$ cat config.mk
export PLATFORM = sky130hd
export DESIGN_NAME = fetch_stage_flat
export DESIGN_NICKNAME = d
export VERILOG_FILES = /design/src/rtl/cpu_pkg.sv /design/src/rtl/fetch_stage_if.sv /design/src/rtl/imem16x8.sv /design/src/rtl/fetch_stage.sv /design/src/flat_wrapper.sv
export SDC_FILE = /design/constraint.sdc
export NUM_CORES = 1
export LEC_CHECK = 0
export ABC_AREA = 1
export CORE_UTILIZATION = 60
export DETAILED_ROUTE_END_ITERATION = 8
export GPL_TIMING_DRIVEN = 1
export HOLD_SLACK_MARGIN = 0.12
export PLACE_DENSITY_LB_ADDON = 0.08
export SETUP_SLACK_MARGIN = 0.5
export SYNTH_ARGS = -nofsm -noshare
export SYNTH_HDL_FRONTEND = slang
export SYNTH_SLANG_ARGS = --single-unit
$ cat constraint.sdc
create_clock -name clock -period 2.6 [get_ports clock]
set_clock_uncertainty 0.1 [all_clocks]
set_input_delay 0.65 -clock clock [delete_from_list [all_inputs] [get_ports clock]]
set_output_delay 0.65 -clock clock [all_outputs]
set_load 0.01 [all_outputs]
$ cat src/rtl/cpu_pkg.sv
// Shared constants and types for the 2-stage 4-bit CPU.
package cpu_pkg;

    localparam int PC_W   = 4;
    localparam int INSN_W = 8;
    localparam int MEM_DEPTH = 1 << PC_W;

    typedef logic [PC_W-1:0]   pc_t;
    typedef logic [INSN_W-1:0] insn_t;

    localparam logic [3:0] OP_JMP = 4'hF;
    localparam logic [3:0] OP_JNC = 4'hE;

    // ADD A,#0: leaves A unchanged and clears carry, so it is a safe bubble.
    localparam insn_t NOP_INSN_DEFAULT = 8'h00;

    function automatic logic [3:0] opcode(input insn_t insn);
        return insn[INSN_W-1:INSN_W-4];
    endfunction

    function automatic pc_t immediate(input insn_t insn);
        return insn[PC_W-1:0];
    endfunction

endpackage

$ cat src/rtl/fetch_stage_if.sv
// Control, programming and instruction-bus signals between the core and fetch.
interface fetch_stage_if;
    import cpu_pkg::*;

    logic  cflag;
    logic  run;
    logic  prog_en;
    logic  prog_we;
    pc_t   prog_addr;
    insn_t prog_data;
    insn_t D_BUS;
    pc_t   pc;
    logic  halted;

    modport master (
        output cflag, run, prog_en, prog_we, prog_addr, prog_data,
        input  D_BUS, pc, halted
    );

    modport slave (
        input  cflag, run, prog_en, prog_we, prog_addr, prog_data,
        output D_BUS, pc, halted
    );

endinterface

$ cat src/rtl/imem16x8.sv
// 16x8 instruction memory: synchronous write, asynchronous read.
module imem16x8
    import cpu_pkg::*;
(
    input  logic  clock,
    input  logic  we,
    input  pc_t   waddr,
    input  insn_t wdata,
    input  pc_t   raddr,
    output insn_t rdata
);

    // NOTE: the array has no reset; program contents must survive a core reset.
    insn_t mem_q [MEM_DEPTH];

    // Write port, used only while the core is held in programming mode.
    always_ff @(posedge clock) begin
        if (we) begin
            mem_q[waddr] <= wdata;
        end
    end

    assign rdata = mem_q[raddr];

endmodule

$ cat src/rtl/fetch_stage.sv
// Instruction fetch: PC, instruction register and branch resolution.
module fetch_stage
    import cpu_pkg::*;
#(
    parameter insn_t NOP_INSN = NOP_INSN_DEFAULT
) (
    input  logic          clock,
    input  logic          reset,
    fetch_stage_if.slave  bus
);

    pc_t   pc_q, pc_d;
    insn_t ir_q, ir_d;
    pc_t   ir_pc_q, ir_pc_d;
    logic  halted_q, halted_d;

    insn_t mem_rdata;
    logic  taken;
    logic  self_jmp;

    imem16x8 u_imem (
        .clock (clock),
        .we    (bus.prog_en & bus.prog_we),
        .waddr (bus.prog_addr),
        .wdata (bus.prog_data),
        .raddr (pc_q),
        .rdata (mem_rdata)
    );

    // Branch decode from the instruction register; cflag belongs to the preceding instruction.
    always_comb begin
        taken    = (opcode(ir_q) == OP_JMP) ||
                   ((opcode(ir_q) == OP_JNC) && !bus.cflag);
        self_jmp = (opcode(ir_q) == OP_JMP) && (immediate(ir_q) == ir_pc_q);
    end

    // Next-state selection: programming, then redirect, then stall, then sequential fetch.
    always_comb begin
        // NOTE: every output gets a default first so no path can infer a latch.
        pc_d     = pc_q;
        ir_d     = ir_q;
        ir_pc_d  = ir_pc_q;
        halted_d = halted_q | self_jmp;

        if (bus.prog_en) begin
            pc_d     = '0;
            ir_d     = NOP_INSN;
            halted_d = 1'b0;
        end else if (taken) begin
            // Squash the wrong-path slot and redirect, whether or not run is high.
            pc_d = immediate(ir_q);
            ir_d = NOP_INSN;
        end else if (!bus.run) begin
            ir_d = NOP_INSN;
        end else begin
            ir_d    = mem_rdata;
            ir_pc_d = pc_q;
            pc_d    = pc_q + pc_t'(1);
        end
    end

    // State registers with synchronous reset; reset overrides any pending redirect.
    always_ff @(posedge clock) begin
        // NOTE: sequential state uses non-blocking assignments only.
        if (reset) begin
            pc_q     <= '0;
            ir_q     <= NOP_INSN;
            ir_pc_q  <= '0;
            halted_q <= 1'b0;
        end else begin
            pc_q     <= pc_d;
            ir_q     <= ir_d;
            ir_pc_q  <= ir_pc_d;
            halted_q <= halted_d;
        end
    end

    assign bus.D_BUS  = ir_q;
    assign bus.pc     = pc_q;
    assign bus.halted = halted_q;

endmodule
$ cat src/flat_wrapper.sv
// flat-port wrapper written by rule: the top's interface ports become plain ports
module fetch_stage_flat import cpu_pkg::*;
#(
    parameter insn_t NOP_INSN = NOP_INSN_DEFAULT
)
  (clock, reset, bus_cflag, bus_run, bus_prog_en, bus_prog_we, bus_prog_addr, bus_prog_data, bus_D_BUS, bus_pc, bus_halted);
  fetch_stage_if bus_i ();
  input  logic clock;
  input  logic reset;
  input wire logic [$bits(bus_i.cflag)-1:0] bus_cflag;
  input wire logic [$bits(bus_i.run)-1:0] bus_run;
  input wire logic [$bits(bus_i.prog_en)-1:0] bus_prog_en;
  input wire logic [$bits(bus_i.prog_we)-1:0] bus_prog_we;
  input wire logic [$bits(bus_i.prog_addr)-1:0] bus_prog_addr;
  input wire logic [$bits(bus_i.prog_data)-1:0] bus_prog_data;
  output wire logic [$bits(bus_i.D_BUS)-1:0] bus_D_BUS;
  output wire logic [$bits(bus_i.pc)-1:0] bus_pc;
  output wire logic [$bits(bus_i.halted)-1:0] bus_halted;
  assign bus_i.cflag = bus_cflag;
  assign bus_i.run = bus_run;
  assign bus_i.prog_en = bus_prog_en;
  assign bus_i.prog_we = bus_prog_we;
  assign bus_i.prog_addr = bus_prog_addr;
  assign bus_i.prog_data = bus_prog_data;
  assign bus_D_BUS = bus_i.D_BUS;
  assign bus_pc = bus_i.pc;
  assign bus_halted = bus_i.halted;
  fetch_stage #(.NOP_INSN(NOP_INSN)) u_core (.clock(clock), .reset(reset), .bus(bus_i));
endmodule
==> results.txt <==
status - finished, final reports clean
setup ws final - 0.634 ns
pre-CTS WS - 0.201 ns
crit path kind - reg2out
Net Switching - 0.00109 W
FFs w/ async S/R, synth - 0
buffering overhead - 0.0720
WL final - 14400 µm
Registers, synthesis - 145
Layout Utilization - 0.729
Die ar. - 0.0109 mm²
Critical Path Start Type - flip-flop
DP Wirelength - 9360 µm
Crit. End Element - output port
MUX area fraction - 0
clk buf depth - 2
Non-Clock Buffer Count - 62
drt via density - 5.36
Setup-failing EPs final - 0
worst-path cell chain - dlygate4sd2_1
DR vias - 4494
final hold vios - 0
final instance area - 0.00746 mm²
Basic Gates by Area - 0.202
number of antenna repair diodes - 0
Final period util - 0.756
largest net degree at the start of global routing - 50
layout inverter count without the clock tree - 111
Chip Area, Yosys - 0.00630 mm²
die width - 104 µm
critical path fanouts, max - 11
final total power - 0.00528 W
antenna violations before repair - 0
critical path's slowest cell - dfxtp_4
Largest Register - u_core.u_imem.mem_q
top cells by count - 191 x nand2_1, 128 x edfxtp_1, 109 x inv_1
biggest area cells - edfxtp_1 61%, nand2_1 11%, inv_1 6.5%
layout cells sized above 1 - 0.103
fin cells - 838
EDFF count, synth - 128
Post-DRT Antenna Nets - 0
DP Cell Count - 806
[worst min-delay path by stage]
stage / end / slack, ns
2_1_floorplan: u_core.ir_pc_q[0]$_SDFFE_PP0P_ / 0.33
3_3_place_gp: u_core.bus.halted$_SDFF_PP0_ / 0.34
3_5_place_dp: u_core.bus.halted$_SDFF_PP0_ / 0.34
4_1_cts: u_core.bus.halted$_SDFF_PP0_ / 0.35
5_1_grt: u_core.bus.halted$_SDFF_PP0_ / 0.38
6_report: u_core.bus.halted$_SDFF_PP0_ / 0.35
[tightest hold or removal path: stages, from the launching register on]
cell and delay, ns:
dfxtp_1 0.31, inv_1 0.04, a21oi_1 0.05
[routing by layer]
metal	global-route usage	wire length, µm	vias up
met3	0.0627	1160	35
met2	0.447	6820	251
li1	-	-	2140
met4	0.124	356	0
met5	0	0	-
met1	0.390	6030	2068
### Clock nets

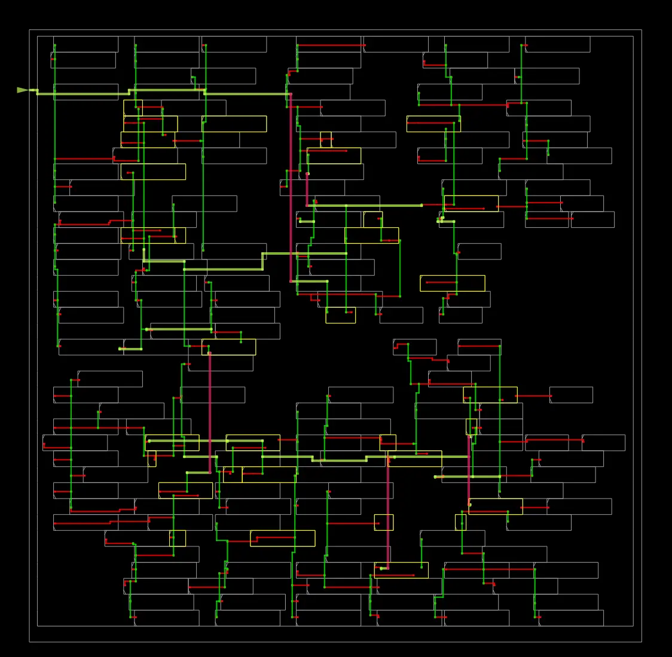
clk_lat worst skew: 0.53 ns
clock sink count: 145
clk_buf instances: 18
Clock Power: 0.00247 W
Flop Count: 145

### Routed clock nets over the placement

Drawn at 4 px/µm.
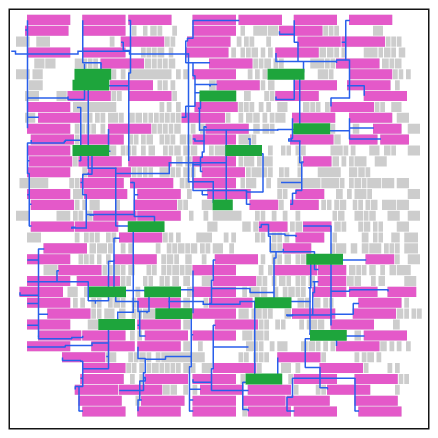
Key: flip-flops = magenta [count 145]; clock wires = blue [length 1510 µm]; cells driving clock nets = green [count 17]
There are 18 routed clock nets.
clock network power share: 0.468

Power is estimated from default activity; no workload was simulated.
